**Placed standard cells**

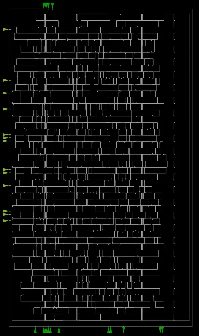
**Pin map**

Scale: 4 px per µm. Pins as bars across the die edge, other pins in grey.
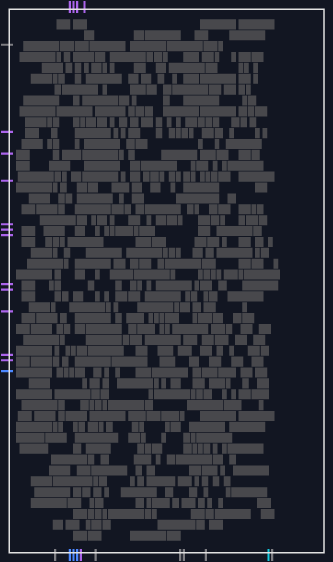
**Nets reached from selected ports**

Scale: 3 px per µm.
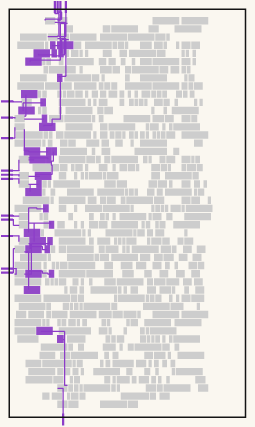
**config.mk**
```make
export PLATFORM = sky130hd
export DESIGN_NAME = baud_gen_frac
export DESIGN_NICKNAME = d
export VERILOG_FILES = /design/src/rtl/baud_pkg.sv /design/src/rtl/baud_frac_div.sv /design/src/rtl/baud_gen_frac.sv
export SDC_FILE = /design/constraint.sdc
export NUM_CORES = 1
export LEC_CHECK = 0
export CAP_MARGIN = 20
export CORE_ASPECT_RATIO = 1.75
export CORE_UTILIZATION = 50
export CTS_CLUSTER_SIZE = 16
export DETAILED_ROUTE_END_ITERATION = 10
export GPL_ROUTABILITY_DRIVEN = 0
export GPL_TIMING_DRIVEN = 0
export PLACE_DENSITY = 0.72
export SYNTH_ARGS = -nofsm -noshare
export SYNTH_HDL_FRONTEND = slang
export SYNTH_SLANG_ARGS = --single-unit
```
**constraint.sdc**
```tcl
create_clock -name clk -period 7.4 [get_ports clk]
set_input_delay 1.48 -clock clk [delete_from_list [all_inputs] [get_ports clk]]
set_output_delay 1.48 -clock clk [all_outputs]
set_load 0.01 [all_outputs]
```
**src/rtl/baud_pkg.sv**
```systemverilog
// Shared constants for the fractional baud generator: system clock, default
// oversampling and the divisor pairs for the common baud rates.
package baud_pkg;

  localparam int unsigned SYS_CLK        = 100_000_000;
  localparam int unsigned OVERSAMPLE_DEF = 16;
  localparam int unsigned FRAC_W_DEF     = 4;

  // Cycles per oversample tick in FRAC_W_DEF fixed point, rounded to nearest.
  function automatic int unsigned div_fixed(input int unsigned baud);
    int unsigned step_rate;
    step_rate = baud * OVERSAMPLE_DEF;
    return ((SYS_CLK << FRAC_W_DEF) + step_rate / 32'd2) / step_rate;
  endfunction

  localparam int unsigned DIV_9600    = div_fixed(32'd9600) >> FRAC_W_DEF;
  localparam int unsigned FRAC_9600   = div_fixed(32'd9600) % (32'd1 << FRAC_W_DEF);
  localparam int unsigned DIV_115200  = div_fixed(32'd115200) >> FRAC_W_DEF;
  localparam int unsigned FRAC_115200 = div_fixed(32'd115200) % (32'd1 << FRAC_W_DEF);

endpackage

```
**src/rtl/baud_frac_div.sv**
```systemverilog
// Fractional clock divider: shadow divisor registers, phase accumulator and
// cycle counter producing one os_tick per (div + carry) cycle period.
module baud_frac_div #(
  parameter int unsigned DIV_W  = 16,
  parameter int unsigned FRAC_W = 4
) (
  input  logic              clk,
  input  logic              rst,
  input  logic              en,
  input  logic              load,
  input  logic              resync,
  input  logic [DIV_W-1:0]  div_int,
  input  logic [FRAC_W-1:0] div_frac,
  output logic              os_tick_c,
  output logic              os_tick
);

  localparam int unsigned CNT_W = DIV_W + 1;

  logic [DIV_W-1:0]  div_q, div_d, pdiv_q, pdiv_d, div_nxt, div_eff;
  logic [FRAC_W-1:0] frac_q, frac_d, pfrac_q, pfrac_d, frac_nxt, acc_q, acc_d;
  logic [CNT_W-1:0]  cnt_q, cnt_d, len_q, len_d, len_cur, cnt_inc;
  logic [FRAC_W:0]   sum;
  logic              pend_q, pend_d, tick_q, tick_d, start;

  always_comb begin
    div_d   = div_q;
    frac_d  = frac_q;
    pdiv_d  = pdiv_q;
    pfrac_d = pfrac_q;
    pend_d  = pend_q;
    acc_d   = acc_q;
    cnt_d   = cnt_q;
    len_d   = len_q;
    tick_d  = 1'b0;
    os_tick_c = 1'b0;

    div_eff = (div_q < DIV_W'(2)) ? DIV_W'(2) : div_q;
    sum     = {1'b0, acc_q} + {1'b0, frac_q};
    start   = (cnt_q == '0);
    len_cur = start ? (CNT_W'(div_eff) + CNT_W'(sum[FRAC_W])) : len_q;
    cnt_inc = cnt_q + CNT_W'(1);
    // A fresh load wins over a deferred one whenever a boundary commits.
    div_nxt  = load ? div_int  : (pend_q ? pdiv_q  : div_q);
    frac_nxt = load ? div_frac : (pend_q ? pfrac_q : frac_q);

    if (!en || resync) begin
      cnt_d  = '0;
      acc_d  = '0;
      pend_d = 1'b0;
      div_d  = div_nxt;
      frac_d = frac_nxt;
    end else begin
      if (start) begin
        acc_d = sum[FRAC_W-1:0];
        len_d = len_cur;
      end
      if (cnt_inc == len_cur) begin
        os_tick_c = 1'b1;
        tick_d    = 1'b1;
        cnt_d     = '0;
        pend_d    = 1'b0;
        div_d     = div_nxt;
        frac_d    = frac_nxt;
      end else begin
        cnt_d = cnt_inc;
        // Mid-period loads wait for the end of the running period.
        if (load) begin
          pend_d  = 1'b1;
          pdiv_d  = div_int;
          pfrac_d = div_frac;
        end
      end
    end
  end

  always_ff @(posedge clk or negedge rst) begin
    if (!rst) begin
      div_q   <= '0;
      frac_q  <= '0;
      pdiv_q  <= '0;
      pfrac_q <= '0;
      pend_q  <= 1'b0;
      acc_q   <= '0;
      cnt_q   <= '0;
      len_q   <= '0;
      tick_q  <= 1'b0;
    end else begin
      div_q   <= div_d;
      frac_q  <= frac_d;
      pdiv_q  <= pdiv_d;
      pfrac_q <= pfrac_d;
      pend_q  <= pend_d;
      acc_q   <= acc_d;
      cnt_q   <= cnt_d;
      len_q   <= len_d;
      tick_q  <= tick_d;
    end
  end

  assign os_tick = tick_q;

endmodule

```
**src/rtl/baud_gen_frac.sv**
```systemverilog
// Fractional baud generator: oversample tick from the divider, plus bit
// tick and bit-rate square wave derived from the oversample index.
module baud_gen_frac
  import baud_pkg::*;
#(
  parameter int unsigned DIV_W      = 16,
  parameter int unsigned FRAC_W     = FRAC_W_DEF,
  parameter int unsigned OVERSAMPLE = OVERSAMPLE_DEF
) (
  input  logic              clk,
  input  logic              rst,
  input  logic              en,
  input  logic              load,
  input  logic [DIV_W-1:0]  div_int,
  input  logic [FRAC_W-1:0] div_frac,
  input  logic              resync,
  output logic              os_tick,
  output logic              bit_tick,
  output logic              bclk
);

  localparam int unsigned     IDX_W    = $clog2(OVERSAMPLE);
  localparam logic [IDX_W-1:0] IDX_LAST = IDX_W'(OVERSAMPLE - 1);
  localparam logic [IDX_W-1:0] IDX_HALF = IDX_W'(OVERSAMPLE / 2);

  logic             os_tick_c;
  logic [IDX_W-1:0] idx_q, idx_d, idx_inc;
  logic             bit_tick_q, bit_tick_d, bclk_q, bclk_d;

  baud_frac_div #(
    .DIV_W  (DIV_W),
    .FRAC_W (FRAC_W)
  ) u_div (
    .clk       (clk),
    .rst       (rst),
    .en        (en),
    .load      (load),
    .resync    (resync),
    .div_int   (div_int),
    .div_frac  (div_frac),
    .os_tick_c (os_tick_c),
    .os_tick   (os_tick)
  );

  // Oversample index; resync lands mid-bit so the next bit tick is half a bit away.
  always_comb begin
    idx_d      = idx_q;
    bclk_d     = bclk_q;
    bit_tick_d = 1'b0;
    idx_inc    = (idx_q == IDX_LAST) ? '0 : idx_q + IDX_W'(1);

    if (!en) begin
      idx_d  = '0;
      bclk_d = 1'b1;
    end else if (resync) begin
      idx_d  = IDX_HALF;
      bclk_d = 1'b0;
    end else if (os_tick_c) begin
      idx_d      = idx_inc;
      bit_tick_d = (idx_q == IDX_LAST);
      if (idx_inc == IDX_HALF) begin
        bclk_d = 1'b0;
      end else if (idx_inc == '0) begin
        bclk_d = 1'b1;
      end
    end
  end

  always_ff @(posedge clk or negedge rst) begin
    if (!rst) begin
      idx_q      <= '0;
      bit_tick_q <= 1'b0;
      bclk_q     <= 1'b1;
    end else begin
      idx_q      <= idx_d;
      bit_tick_q <= bit_tick_d;
      bclk_q     <= bclk_d;
    end
  end

  assign bit_tick = bit_tick_q;
  assign bclk     = bclk_q;

endmodule
```
==> impl_metrics.env <==
# yosys + openroad results
export IMPL_cts_tree="done"
export IMPL_worstSkewPairLatency_ns=0.34
export IMPL_fp_nets=563
export IMPL_ys_async_sr_fraction_pct=100.0
export IMPL_synthTopCellsByCount="85 x dfrtp_1, 43 x nor2_1, 40 x inv_1, 40 x nand2_1, 32 x o21ai_0"
export IMPL_yosys_top_cells_area="dfrtp_1 42%, mux2_4 5.9%, xnor2_1 5.2%, nor2_1 3.2%, o21ai_0 3.1%"
export IMPL_fp_utilization_pct=51.39
export IMPL_final_common_cell="dfrtp_1"
export IMPL_whs_ns=0.4644
export IMPL_clkTransAtPathRegs_ns=0.06
export IMPL_grt_pass1_wl_um=20620
export IMPL_coreArea_mm2=0.009910
export IMPL_clockNetworkAreaShare_pct=5.431
export IMPL_drive_above_1_share_pct=11.56
export IMPL_wl_met3_um=268
export IMPL_powerDensity_mw_per_mm2=228.0
export IMPL_power_leakage_nw=2.544
export IMPL_dominant_cells="combinational gates"
export IMPL_synthAoiAreaFrac_pct=12.26
export IMPL_lay_top_cells="85 x dfrtp_1, 43 x nor2_1, 40 x inv_1, 40 x nand2_1, 32 x o21ai_0"
export IMPL_yosysWarningCount=0
export IMPL_worstPathArrival_ns=5.17
export IMPL_regArea_mm2=0.002153
export IMPL_crit_path_start_kind="flop"
export IMPL_peakVddDrop_mv=0.1482
export IMPL_synthToLayoutAreaGrowth_pct=14.91
export IMPL_grt_max_degree=74
export IMPL_num_antenna_cells=0
export IMPL_cts_made_buffers=9
export IMPL_finalClockPeriodUsage_pct=67.13
export IMPL_status="completed"
export IMPL_final_nonclk_buf_share_pct=7.377
export IMPL_routed_wl_um=12080
export IMPL_avgViaCountPerCell=5.772
export IMPL_met2_usage_pct=47.95
export IMPL_path_max_fanout=10
export IMPL_nClkBuffers=13
export IMPL_cp_end_kind="flop"
export IMPL_edf_count=0
export IMPL_ant_nets=0
export IMPL_openroad_warnings=27
export IMPL_dp_hpwl_um=9090
export IMPL_grt_pass1_vias=4238
export IMPL_wl_per_cell_um=17.36
export IMPL_hold_path_class="reg -> reg"
export IMPL_nets=601
export IMPL_syn_area_mm2=0.005092
export IMPL_synthDistinctLibCells=61
Back to the opening pictures, 'placed standard cells':
flop share of the area: 36.80%
# Taps: 125
final std cells w/o fill: 696
Finished Core Util: 59.05%
FP Rows: 48

Back to the opening pictures, 'pin map':
colour	port	pins	direction	edge
purple	div_int	16	input	11 west, 4 north, 1 south
blue	div_frac	4	input	3 south, 1 west
cyan	bit_tick	1	output	south
die height: 135.5 µm
die width: 78.29 µm
# port buffers: 26

Back to the opening pictures, 'nets reached from selected ports':
colour	port	bits	direction	end cells	buffers	wire
purple	div_int	16	input	32	16	373 µm
Ports: 28

==> worst paths after layout <==
check | start | end | slack, ns | cells after the start
hold reg to reg | u_div.len_q[1]$_DFFE_PN0P_ | u_div.len_q[1]$_DFFE_PN0P_ | 0.46 | 2
setup / recovery | u_div.frac_q[0]$_DFFE_PN0P_ | u_div.div_q[11]$_DFFE_PN0P_ | 2.43 | 18
min in group asynchronous | rst | u_div.pfrac_q[2]$_DFFE_PN0P_ | 0.99 | 1
setup reg to reg | u_div.frac_q[0]$_DFFE_PN0P_ | u_div.div_q[11]$_DFFE_PN0P_ | 2.43 | 18
max in group asynchronous | rst | u_div.div_q[13]$_DFFE_PN0P_ | 5.80 | 2
hold / removal | u_div.len_q[1]$_DFFE_PN0P_ | u_div.len_q[1]$_DFFE_PN0P_ | 0.46 | 2
==> critical path, cell delays in order, from the launching register on <==
cell	delay, ns
dfrtp_1	0.37
ha_1	0.18
inv_1	0.06
fa_1	0.37
nor2b_1	0.17
o21ai_0	0.11
nand2b_1	0.10
ha_1	0.20
and4_1	0.31
nand4_1	0.32
or4_1	0.51
a31oi_1	0.25
xnor2_1	0.12
or3_4	0.45
or4_4	0.55
buf_6	0.16
nand2_1	0.17
buf_2	0.31
a22oi_1	0.12
==> power by group <==
| group | internal [W] | total, W | switching, W |
|---|---|---|---|
| clock network | 0.000305 | 0.000486 | 0.000181 |
| logic | 0.000130 | 0.000266 | 0.000136 |
| registers | 0.000531 | 0.000582 | 0.0000504 |
| total | 0.000967 | 0.00133 | 0.000368 |
==> metrics by stage <==
stage,setup WS [ns],instance area [µm²],util (%)
after floorplan,3.085,5092,-
after global placement,1.794,5509,55.59
after detailed placement,2.430,5534,55.85
after CTS,2.440,5852,59.05
after global routing,2.017,5852,59.05
final,2.432,5852,59.05
Power figures rest on the tool's default switching activity, not on a simulated workload.
